<file path="config.mk">
export PLATFORM = sky130hd
export DESIGN_NAME = cordic_vec_pipe
export DESIGN_NICKNAME = d
export VERILOG_FILES = /design/src/rtl/cordic_pkg.sv /design/src/rtl/cordic_vec_stage.sv /design/src/rtl/cordic_vec_pipe.sv
export SDC_FILE = /design/constraint.sdc
export NUM_CORES = 2
export LEC_CHECK = 0
export CORE_ASPECT_RATIO = 0.6
export CORE_MARGIN = 8
export CORE_UTILIZATION = 27
export DETAILED_ROUTE_END_ITERATION = 12
export PLACE_DENSITY_LB_ADDON = 0.12
export RECOVER_POWER = 100
export SLEW_MARGIN = 20
export SYNTH_ARGS = -nofsm -noshare
export SYNTH_HDL_FRONTEND = slang
export SYNTH_SLANG_ARGS = --single-unit
</file>
<file path="constraint.sdc">
create_clock -name clk -period 37.3 [get_ports clk]
set_clock_uncertainty 0.1 [all_clocks]
set_input_delay 3.73 -clock clk [delete_from_list [all_inputs] [get_ports clk]]
set_output_delay 3.73 -clock clk [all_outputs]
set_load 0.05 [all_outputs]
</file>
<file path="src/rtl/cordic_pkg.sv">
// cordic_pkg: elaboration-time constants and width helpers for the vectoring CORDIC
package cordic_pkg;
  localparam logic [127:0] TWO_PI_Q64 = 128'h6_487E_D511_0B46_11A6;
  function automatic int cordic_w(input int data_w, input int guard);
    return data_w + guard + 2;
  endfunction
  // atan(2^-k) by its odd power series in Q64, then rescaled to turns of 2^width
  function automatic logic [63:0] atan_lut(input int k, input int width);
    logic [127:0] acc, term;
    if (k == 0) return 64'(1) << (width - 3);
    acc = '0;
    for (int n = 0; k * (2 * n + 1) < 64; n++) begin
      term = (128'(1) << (64 - k * (2 * n + 1))) / 128'(2 * n + 1);
      acc = n[0] ? acc - term : acc + term;
    end
    acc = ((acc << width) + (TWO_PI_Q64 >> 1)) / TWO_PI_Q64;
    return acc[63:0];
  endfunction
  // K^2 accumulated in Q60, then round(2^17/K) via integer sqrt with 8 extra bits
  function automatic int cordic_kinv(input int stages);
    logic [127:0] p, v, r, t;
    p = 128'(1) << 60;
    for (int k = 0; k < stages; k++) p = p + (p >> (2 * k));
    v = (128'(1) << 110) / p;
    r = '0;
    for (int b = 40; b >= 0; b--) begin
      t = r | (128'(1) << b);
      if (t * t <= v) r = t;
    end
    return int'((r + 128) >> 8);
  endfunction
endpackage

</file>
<file path="src/rtl/cordic_vec_stage.sv">
// cordic_vec_stage: one registered vectoring micro-rotation with its valid bit
module cordic_vec_stage
  import cordic_pkg::*;
#(
  parameter int K = 0,
  parameter int W = 26,
  parameter int ZW = 24,
  parameter int PHASE_EN = 1
) (
  input  logic                clk,
  input  logic                reset,
  input  logic                src_v,
  input  logic signed [W-1:0] src_i,
  input  logic signed [W-1:0] src_q,
  input  logic [ZW-1:0]       src_z,
  output logic                dst_v,
  output logic signed [W-1:0] dst_i,
  output logic signed [W-1:0] dst_q,
  output logic [ZW-1:0]       dst_z
);
  localparam logic [ZW-1:0] ATAN = ZW'(atan_lut(K, ZW));
  logic neg;
  assign neg = src_q[W-1];
  always_ff @(posedge clk or posedge reset)
    if (reset) begin
      dst_v <= 1'b0;
      dst_i <= '0;
      dst_q <= '0;
      dst_z <= '0;
    end else begin
      dst_v <= src_v;
      dst_i <= neg ? src_i - (src_q >>> K) : src_i + (src_q >>> K);
      dst_q <= neg ? src_q + (src_i >>> K) : src_q - (src_i >>> K);
      dst_z <= (PHASE_EN != 0) ? (neg ? src_z - ATAN : src_z + ATAN) : '0;
    end
endmodule

</file>
<file path="src/rtl/cordic_vec_pipe.sv">
// cordic_vec_pipe: pipelined vectoring CORDIC returning magnitude and phase
module cordic_vec_pipe
  import cordic_pkg::*;
#(
  parameter int DATA_W = 20,
  parameter int STAGES = 12,
  parameter int GUARD = 4,
  parameter int PHASE_EN = 1
) (
  input  logic                     clk,
  input  logic                     reset,
  input  logic                     in_valid,
  input  logic signed [DATA_W-1:0] in_i,
  input  logic signed [DATA_W-1:0] in_q,
  output logic                     out_valid,
  output logic [DATA_W-1:0]        out_mag,
  output logic signed [DATA_W-1:0] out_phase
);
  localparam int W = cordic_w(DATA_W, GUARD);
  localparam int ZW = DATA_W + GUARD;
  localparam int PW = W + 19;
  localparam int SH = GUARD + 17;
  localparam logic [17:0] KINV = 18'(cordic_kinv(STAGES));
  logic                cv [STAGES+1];
  logic signed [W-1:0] ci [STAGES+1];
  logic signed [W-1:0] cq [STAGES+1];
  logic [ZW-1:0]       cz [STAGES+1];
  logic                fv, pv;
  logic signed [W-1:0] fi, fq, ie, qe;
  logic [ZW-1:0]       fz, pz;
  logic signed [PW-1:0] prod, mr;
  logic [DATA_W-1:0]   mag_n;
  assign ie = {{2{in_i[DATA_W-1]}}, in_i, {GUARD{1'b0}}};
  assign qe = {{2{in_q[DATA_W-1]}}, in_q, {GUARD{1'b0}}};
  // left half-plane is folded by 180 degrees; +pi and -pi share one code
  always_ff @(posedge clk or posedge reset)
    if (reset) begin
      fv <= 1'b0;
      fi <= '0;
      fq <= '0;
      fz <= '0;
    end else begin
      fv <= in_valid;
      fi <= in_i[DATA_W-1] ? -ie : ie;
      fq <= in_i[DATA_W-1] ? -qe : qe;
      fz <= (PHASE_EN != 0 && in_i[DATA_W-1]) ? {1'b1, {(ZW-1){1'b0}}} : '0;
    end
  assign cv[0] = fv;
  assign ci[0] = fi;
  assign cq[0] = fq;
  assign cz[0] = fz;
  for (genvar k = 0; k < STAGES; k++) begin : g_stage
    cordic_vec_stage #(.K(k), .W(W), .ZW(ZW), .PHASE_EN(PHASE_EN)) u_stage (
      .clk(clk), .reset(reset),
      .src_v(cv[k]), .src_i(ci[k]), .src_q(cq[k]), .src_z(cz[k]),
      .dst_v(cv[k+1]), .dst_i(ci[k+1]), .dst_q(cq[k+1]), .dst_z(cz[k+1])
    );
  end
  assign mr = (prod + (PW'(1) << (SH - 1))) >>> SH;
  assign mag_n = mr[PW-1] ? '0 : (|mr[PW-2:DATA_W]) ? '1 : mr[DATA_W-1:0];
  // a zero vector keeps i at zero through every stage; force its phase to 0
  always_ff @(posedge clk or posedge reset)
    if (reset) begin
      pv <= 1'b0;
      prod <= '0;
      pz <= '0;
      out_valid <= 1'b0;
      out_mag <= '0;
      out_phase <= '0;
    end else begin
      pv <= cv[STAGES];
      prod <= PW'(ci[STAGES]) * PW'($signed({1'b0, KINV}));
      pz <= (ci[STAGES] == '0) ? '0 : cz[STAGES];
      out_valid <= pv;
      out_mag <= mag_n;
      out_phase <= DATA_W'((pz + (ZW'(1) << (GUARD - 1))) >> GUARD);
    end
endmodule

</file>
M3 wires:
Drawn at 1 px/um.
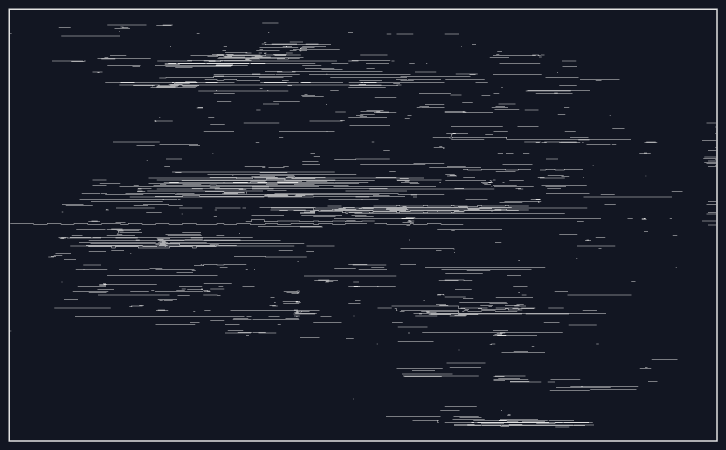
631 nets have wire on it. The longest straight run is 267 um. The layer carries 22.8 mm of wire. The layer holds 9.0% of the routed length. The wires run mostly horizontal.
met3 global-route usage: 4.82%
final wirelength: 253000 um
count of vias placed by the detailed router: 60200

Clock nets:
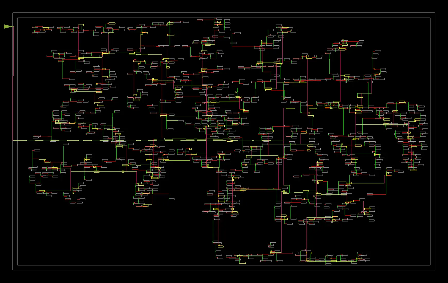
Worst-Skew Late Latency: 760 ps
number of buffers added by the clock tree synthesis step: 111

==> summary.txt <==
Figures from the implementation reports.

- The run finished, with violations left.
- The checks that failed: max-capacitance violations, max-slew violations.
- The number of flip-flops under the largest register name is roughly 300.
- The classification of the worst setup path reads input pin to async pin.
- The fraction of layout instances using a drive strength above 1 is ~3.2%.
- After detailed placement, the total cell area comes to slightly above 0.08 mm2.
- The slack of the worst reg-to-reg path is 29360 ps.
- The worst setup path is captured at an async pin.
- Synthesis produced 8265 cells.
- After synthesis, the largest family of logic cells by area is adder cells.
- The final-report setup violation count reads 0.
- The startpoint class of the critical path is an input pin.
- between 80 and 90 I/O pins were placed.
- Clock-pin slew was measured on the worst setup and hold paths at roughly 70 ps.
- The count of pins over their slew limit is between 1500 and 2000.
- The number of filler instances in the final layout reads 29764.
- The cell that appears most often on the critical path is clkbuf_1.
- The critical path capture point is g_stage[1].u_stage.dst_q[25]$_DFF_PP0_.
- Across the run, the number of max-cap violations was 29.
